## src/rtl/prio_encoder_arb.sv

```systemverilog
// Registered priority encoder / arbiter with fixed or round-robin priority.
// Each grant is held under a valid/ready handshake until the consumer accepts it.
module prio_encoder_arb #(
    parameter int N       = 4,
    parameter int RR_MODE = 0,
    localparam int W      = (N > 1) ? $clog2(N) : 1
) (
    input  logic         clk,
    input  logic         rst,
    input  logic [N-1:0] req,
    input  logic         out_ready,
    output logic         out_valid,
    output logic [W-1:0] out_idx,
    output logic [N-1:0] out_onehot,
    output logic         busy
);

    typedef enum logic {
        IDLE = 1'b0,
        HOLD = 1'b1
    } state_t;

    localparam logic [W-1:0] LAST_IDX = W'(N - 1);

    state_t         state_r;
    state_t         state_n;
    logic [W-1:0]   ptr_r;
    logic [W-1:0]   ptr_n;
    logic [W-1:0]   idx_n;
    logic [N-1:0]   onehot_n;
    logic           valid_n;

    logic           accept_s;
    logic           any_req_s;
    logic [W-1:0]   inc_idx_s;
    logic [W-1:0]   start_s;
    logic [N-1:0]   rot_s;
    logic [N-1:0]   iso_s;
    logic [N-1:0]   win_onehot_s;
    logic [W-1:0]   win_idx_s;

    assign accept_s  = out_valid & out_ready;
    assign any_req_s = |req;
    assign inc_idx_s = (out_idx == LAST_IDX) ? {W{1'b0}} : out_idx + W'(1);

    // Start index for the scan: the slot after an accepted grant takes effect on the same edge.
    always_comb begin
        start_s = {W{1'b0}};
        if (RR_MODE == 0) begin
            start_s = {W{1'b0}};
        end else if ((state_r == HOLD) && accept_s) begin
            start_s = inc_idx_s;
        end else begin
            start_s = ptr_r;
        end
    end

    // Winner search: rotate requests so the start slot sits at bit 0, isolate the lowest set bit,
    // then rotate back to absolute position.
    always_comb begin
        rot_s        = N'({req, req} >> start_s);
        iso_s        = rot_s & ~(rot_s - N'(1));
        win_onehot_s = N'(({iso_s, iso_s} << start_s) >> N);
        win_idx_s    = {W{1'b0}};
        for (int i = 0; i < N; i++) begin
            if (win_onehot_s[i]) begin
                win_idx_s = win_idx_s | W'(i);
            end else begin
                win_idx_s = win_idx_s;
            end
        end
    end

    // Next-state and next-output logic for the IDLE/HOLD handshake machine.
    always_comb begin
        state_n  = state_r;
        ptr_n    = ptr_r;
        idx_n    = out_idx;
        onehot_n = out_onehot;
        valid_n  = out_valid;
        case (state_r)
            IDLE: begin
                if (any_req_s) begin
                    idx_n    = win_idx_s;
                    onehot_n = win_onehot_s;
                    valid_n  = 1'b1;
                    state_n  = HOLD;
                end else begin
                    valid_n  = 1'b0;
                    onehot_n = {N{1'b0}};
                end
            end
            HOLD: begin
                if (accept_s) begin
                    if (RR_MODE != 0) begin
                        ptr_n = inc_idx_s;
                    end else begin
                        ptr_n = {W{1'b0}};
                    end
                    // A granted line that drops before accept is never retracted; only accept moves on.
                    if (any_req_s) begin
                        idx_n    = win_idx_s;
                        onehot_n = win_onehot_s;
                        valid_n  = 1'b1;
                        state_n  = HOLD;
                    end else begin
                        onehot_n = {N{1'b0}};
                        valid_n  = 1'b0;
                        state_n  = IDLE;
                    end
                end else begin
                    state_n = HOLD;
                end
            end
            default: begin
                state_n  = IDLE;
                ptr_n    = {W{1'b0}};
                idx_n    = {W{1'b0}};
                onehot_n = {N{1'b0}};
                valid_n  = 1'b0;
            end
        endcase
    end

    // State, pointer and output registers.
    always_ff @(posedge clk or posedge rst) begin
        if (rst) begin
            state_r    <= IDLE;
            ptr_r      <= {W{1'b0}};
            out_idx    <= {W{1'b0}};
            out_onehot <= {N{1'b0}};
            out_valid  <= 1'b0;
            busy       <= 1'b0;
        end else begin
            state_r    <= state_n;
            ptr_r      <= ptr_n;
            out_idx    <= idx_n;
            out_onehot <= onehot_n;
            out_valid  <= valid_n;
            busy       <= valid_n;
        end
    end

endmodule

```

## config.mk

```make
export PLATFORM = sky130hd
export DESIGN_NAME = prio_encoder_arb
export DESIGN_NICKNAME = d
export VERILOG_FILES = /design/src/rtl/prio_encoder_arb.sv
export SDC_FILE = /design/constraint.sdc
export NUM_CORES = 1
export LEC_CHECK = 0
export ABC_AREA = 1
export CAP_MARGIN = 0
export CORE_AREA = 2 2 39 41
export CTS_CLUSTER_SIZE = 16
export DETAILED_ROUTE_END_ITERATION = 8
export DIE_AREA = 0 0 41 43
export DONT_BUFFER_PORTS = 1
export PLACE_DENSITY_LB_ADDON = 0.15
export SYNTH_ARGS = -nofsm -noshare
export SYNTH_HDL_FRONTEND = slang
export SYNTH_SLANG_ARGS = --single-unit
export TNS_END_PERCENT = 1
```

## constraint.sdc

```tcl
create_clock -name clk -period 1.8 [get_ports clk]
set_input_delay 0.36 -clock clk [delete_from_list [all_inputs] [get_ports clk]]
set_output_delay 0.36 -clock clk [all_outputs]
set_load 0.03 [all_outputs]
```

==> run_1/clocks.png <==
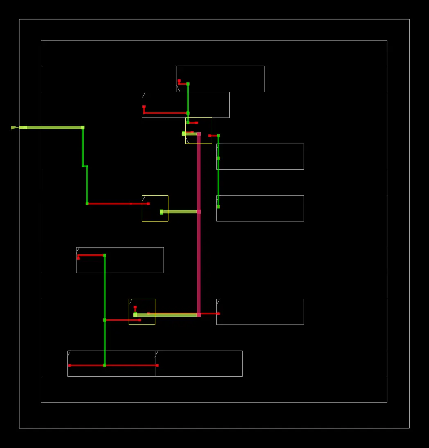
CTS sink cnt: 8
worst-case clock skew: 0.004121 ns
clkbuf count: 3
CTS Buf Count: 3

==> run_1/logic_types.png <==
(12 px per µm)
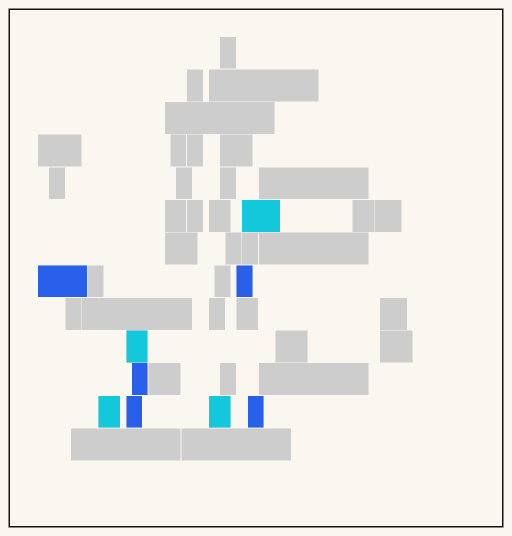
legend:
  cyan:
    family: inverting AOI/OAI gates
    cells: 4
    most_used: a21oi_1
  blue:
    family: NOR gates
    cells: 5
    most_used: nor2_1
most numerous logic cell after layout: nand2_1
Comb area share: 31.38%
Cell Count, Final, Fillers Out: 60

==> results.yml, run 1 <==
# flow metrics
layout:
  area_growth_pct: 11.30
  stdcell_area_um2: 406.6
placed_design:
  port_buffers: 0
  place.gp.congestion: 0.6971
  hpwl_um: 529.3
yosys:
  ys_area_um2: 365.4
  ys.flops: 8
  yosysSeqAreaShare_pct: 54.79
final_timing:
  tightestPinTransition_ns: 0.3122
  tns_ns: 0
  finalCritPeriodShare_pct: 67.02
  finalSetupViolCount: 0
  rsz0062_at_grt: "false"
  hold_viol_final: 0
  worst_slack_ns: 0.5937
route:
  wl_per_cell_um: 10.92
  drc: 0
  num_vias: 278
  ant_nets: 0
  drtIter0Drc: 0
die:
  die_w_um: 41
  rows: 14
  chipArea_um2: 1763
global_routing:
  track_usage_pct: 9.442
  grt_pass1_vias: 267
  grt.overflow.total: 0
  antenna_found_initial: 0
critical_path:
  slowest_stage: "dfrtp_1"
  endpoint_kind: "primary output"
  cp_num_buf_inv: 1
  crit_chain: "buf_4"
  crit_required_ns: 1.44
  cp_max_fo: 3
  cpPeakStageDelay_ns: 0.38
cts:
  clk_latency_ns: 0.26
  htreeDepth: 1
  cts_tree: "done"
hold_path:
  hold_class: "in -> reg"
power_and_ir_drop:
  p_leak_uw: 0.0001975
  ir_worst_vdd_uv: 273.5
run_status:
  status: "finished, final reports clean"
job:
  drv_cap: 0
==> run_1/cell_density.png <==
(6 px per µm) The die is cut into 8 by 9 equal tiles; dark purple is low, yellow is high, 0 to 100% covered.
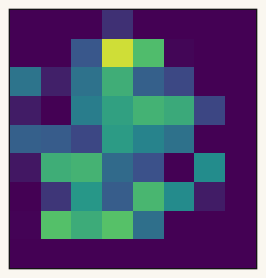
nearly empty tiles: 47%
emptiest ninth of the die: north-east
fullest tile: 93%
densest ninth of the die: center
mean over tiles: 22%
tiles over 75% full: 1.4%
Placeable Area: 1384 µm²
Final Util: 29.39%
fp util: 26.40%

==> run_1/flops_by_reg.png <==
(8 px per µm)
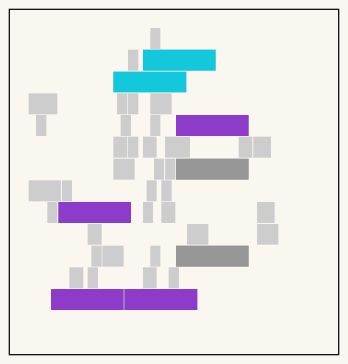
legend:
  purple:
    name_in_the_netlist: out_onehot
    sequential_cells: 4
  cyan:
    name_in_the_netlist: out_idx
    sequential_cells: 2
not colored: 2

[run 1: layer usage]
metal	vias up	GRT usage, %	share of wire, %	wire, µm
met1	131	9.667	36	239
li1	134	-	-	-
met2	10	13.75	52	338
met4	0	8.000	2.9	19
met3	3	4.188	8.9	58
met5	-	0	0	0
[run 1: cell families (layout without fill, tap and decap cells)]
group / after synthesis / after routing / synth area share, %
DFF: 8 / 8 / 54.79
and+or+nand+nor: 21 / 21 / 26.37
AOI/OAI and AO/OA: 5 / 5 / 8.562
buffers and inverters: 7 / 10 / 10.28
[run 1: final cells by class]
type                            count  area (µm²)
Tap cell                           16       20.02
Sequential cell                     8       200.2
Inverter                            5       18.77
Timing Repair Buffer                2       17.52
Multi-Input combinational cell     26       127.6
Clock buffer                        3       22.52
Fill cell                         151       977.2
[run 1: flip-flops by register name (all words and copies together), names as in the netlist]
name	cells
state_r	1
busy	1
out_idx	2
out_onehot	4
[run 1: worst reg2reg max path, stage by stage (launching register included)]
cell and delay (ns):
dfrtp_1 0.38, nand2_2 0.07, nand2_2 0.13, nand2_1 0.14, nand2_1 0.06, nand2_1 0.05, inv_1 0.03
[run 1: layout by cell type, fill, tap and decap left out]
cell type,n
nand2_1,10
a21oi_1,3
o21ai_2,1
dfrtp_1,8
inv_1,5
nor2_1,4
buf_4,1
clkbuf_4,3
nand3_1,4
nor2_4,1
o21a_1,1
dlygate4sd3_1,1
nand2_2,2
[run 1: worst paths after layout]
check	from	endpoint	slack, ns	cells past startpoint
worst max-delay path	busy$_DFFE_PP0P_	out_valid	0.59	1
worst min-delay path	req[2]	out_onehot[2]$_DFFE_PP0P_	0.24	2
worst max register to register	busy$_DFFE_PP0P_	out_idx[0]$_DFFE_PP0P_	0.83	6
worst min register to register	state_r$_DFF_PP0_	out_onehot[3]$_DFFE_PP0P_	0.54	2
max in group asynchronous	rst	out_idx[1]$_DFFE_PP0P_	1.07	2
min in group asynchronous	rst	out_onehot[1]$_DFFE_PP0P_	0.49	2
[run 1: Yosys cell counts]
| cell | count | area (µm²) |
|---|---|---|
| nor2_4 | 1 | 11.26 |
| a21oi_1 | 3 | 15.01 |
| o21a_1 | 1 | 7.510 |
| o21ai_2 | 1 | 8.760 |
| buf_6 | 1 | 11.26 |
| nand3_1 | 4 | 20.02 |
| nand2_1 | 10 | 37.54 |
| buf_4 | 1 | 7.510 |
| dfrtp_1 | 8 | 200.2 |
| nand2_2 | 2 | 12.51 |
| inv_1 | 5 | 18.77 |
| nor2_1 | 4 | 15.01 |
[run 1: per-stage QoR]
stage               power [µW]  hold WS [ns]  std cells
floorplan                277.3        0.1757         41
global placement         282.2        0.2166         56
detailed placement       283.3        0.2258         56
CTS                      420.3        0.2421         60
global route             447.8        0.2347         60
finish                   416.1        0.2417         60
[run 1: power by group]
| group | internal [µW] | leakage (µW) | switching, µW |
|---|---|---|---|
| Combinational | 15.8 | 0.0000920 | 29.2 |
| Sequential | 196 | 0.0000917 | 39.5 |
| Clock | 76.2 | 0.0000138 | 59.9 |
| Total | 288 | 0.000198 | 129 |
[run 1: what timing repair did]
item                       CTS  global route
setup endpoints to repair    0             0
hold buffers                 1             0
hold endpoints to repair     8             0
==> run_1/io_fan.png <==
(8 px per µm)
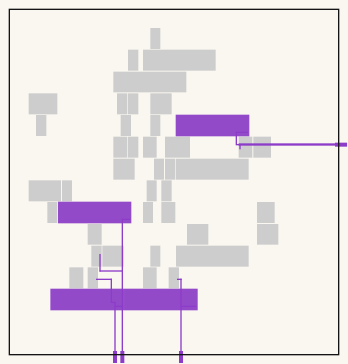

==> inputs of run 2 (changes only) <==
clock period = 1.3 ns   (was 1.8 ns; I/O delays follow)
==> run_2/io_fan.png <==
(8 px per µm)
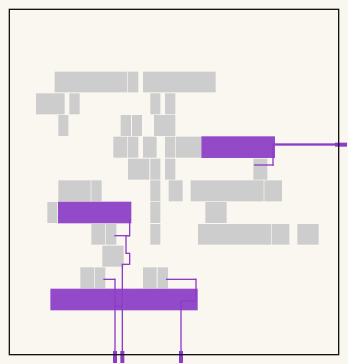
legend:
  purple:
    port: out_onehot
    direction: output
    edge: 3 south, 1 east
    end_cells: 4
    buffers: 0
    wire: 58.6 µm

==> run_2/logic_types.png <==
(12 px per µm)
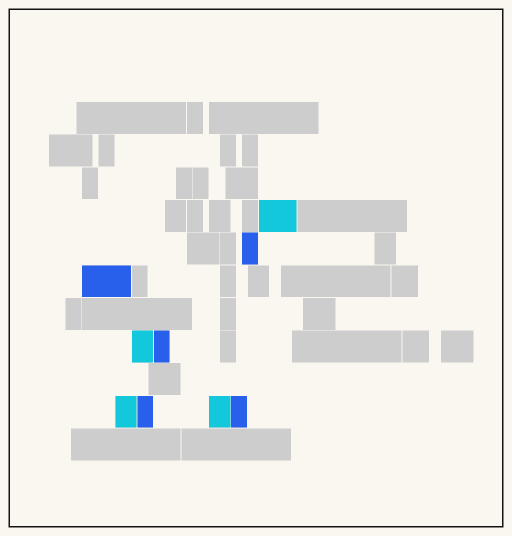
legend:
  cyan:
    family: inverting AOI/OAI gates
    cells: 4
    most_used: a21oi_1
  blue:
    family: NOR gates
    cells: 5
    most_used: nor2_1

==> run_2/clocks.png <==
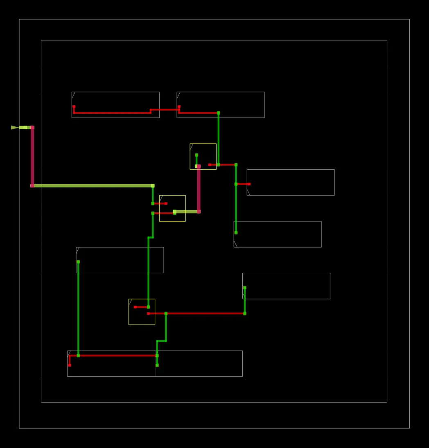
latest clock arrival within the worst-skew pair: 0.25 ns
worst-case clock skew: 0.0004093 ns
Clk. pwr: 187 µW
seq_cells: 8

==> run 2 against run 1 <==
Compared with the run above:
- power grew 38%
- sequential power grew 38%
- sequential share of layout area is the same
- final cell count is the same
- critical path depth is the same
- area after synthesis is the same
- worst hold slack lost 0.091 ns
- non-clock buffer count is the same
- core utilization is the same
- via count shrank 5.0%
- die area is the same
- first-iteration DRC count grew 5
==> results.yml, run 2 <==
# flow metrics
run_status:
  status: "finished, final reports clean"
placed_design:
  hpwl_um: 516.9
  port_buffers: 0
  place.gp.congestion: 0.7271
cts:
  htreeDepth: 1
  postCtsHoldBufs: 1
  cts_sinks: 8
power_and_ir_drop:
  ir_worst_vdd_uv: 349.5
  p_leak_uw: 0.0001975
  p_total_uw: 573.9
yosys:
  async_flop_share_pct: 100.0
  flop_cell: "dfrtp_1"
  yosysSeqAreaShare_pct: 54.79
  yosysTopAreaCellShare_pct: 54.79
  synth-edff-count: 0
  ys.flops: 8
critical_path:
  path_depth: 1
  endpoint_kind: "primary output"
  rrSetupSlack_ns: 0.34
  crit_chain: "buf_4"
  cp_max_fo: 3
  reg2reg_depth: 6
  cpPeakStageDelay_ns: 0.38
route:
  wl_per_cell_um: 10.62
  ant_nets: 0
layout:
  final_core_utilization_pct: 29.39
  final_common_cell: "nand2_1"
  largest_register_ffs: 4
  regMostFlops: "out_onehot"
hold_path:
  holdPathStages: 2
  hold_class: "in -> reg"
die:
  core_area_um2: 1384
  fp_util_pct: 26.40
final_timing:
  rsz0062_at_grt: "false"
  tightestPinTransition_ns: 0.3081
global_routing:
  grt.overflow.total: 0
  track_usage_pct: 9.533
[run 2: cells by family after synthesis]
| group | synth area share, % |
|---|---|
| AND/OR/NAND/NOR | 26.37 |
| AND-OR/OR-AND | 8.562 |
| flip-flops | 54.79 |
| buffers and inverters | 10.28 |
[run 2: final cells by class]
cell class                 instances  area [µm²]  share of cell area [%]
sequential                         8       200.2                   49.23
multi-input combinational         26       127.6                   31.38
clock buffer                       3       22.52                   5.538
tap                               16       20.02                   4.923
inverter                           5       18.77                   4.615
timing repair buffer               2       17.52                   4.308
[run 2: metal layers]
layer  vias up  share of wire (%)  global-route usage [%]
met3         4                7.8                   5.759
met2         9                 49                   11.88
met1       119                 42                   10.96
li1        132                  -                       -
met5         -                  0                       0
met4         0                1.6                   8.000
[run 2: final timing paths]
| kind | startpoint | end |
|---|---|---|
| min | req[3] | out_onehot[3]$_DFFE_PP0P_ |
| max reg2reg | busy$_DFFE_PP0P_ | out_idx[0]$_DFFE_PP0P_ |
| max in group asynchronous | rst | out_onehot[3]$_DFFE_PP0P_ |
| min reg2reg | state_r$_DFF_PP0_ | out_onehot[3]$_DFFE_PP0P_ |
| max | busy$_DFFE_PP0P_ | out_valid |
| min in group asynchronous | rst | out_idx[0]$_DFFE_PP0P_ |
[run 2: per-stage QoR]
step | instances | hold WS, ns
2_1_floorplan | 41 | 0.07566
3_3_place_gp | 56 | 0.1174
5_1_grt | 60 | 0.1464
3_5_place_dp | 56 | 0.1240
4_1_cts | 60 | 0.1434
6_report | 60 | 0.1503
[run 2: report_power, final]
group | total (µW) | internal (µW) | leakage, µW | switching, µW
Sequential | 325 | 270 | 0.0000917 | 54.4
Combinational | 61.6 | 21.9 | 0.0000920 | 39.7
Clock | 187 | 105 | 0.0000138 | 81.9
Power is estimated from default activity; no workload was simulated.
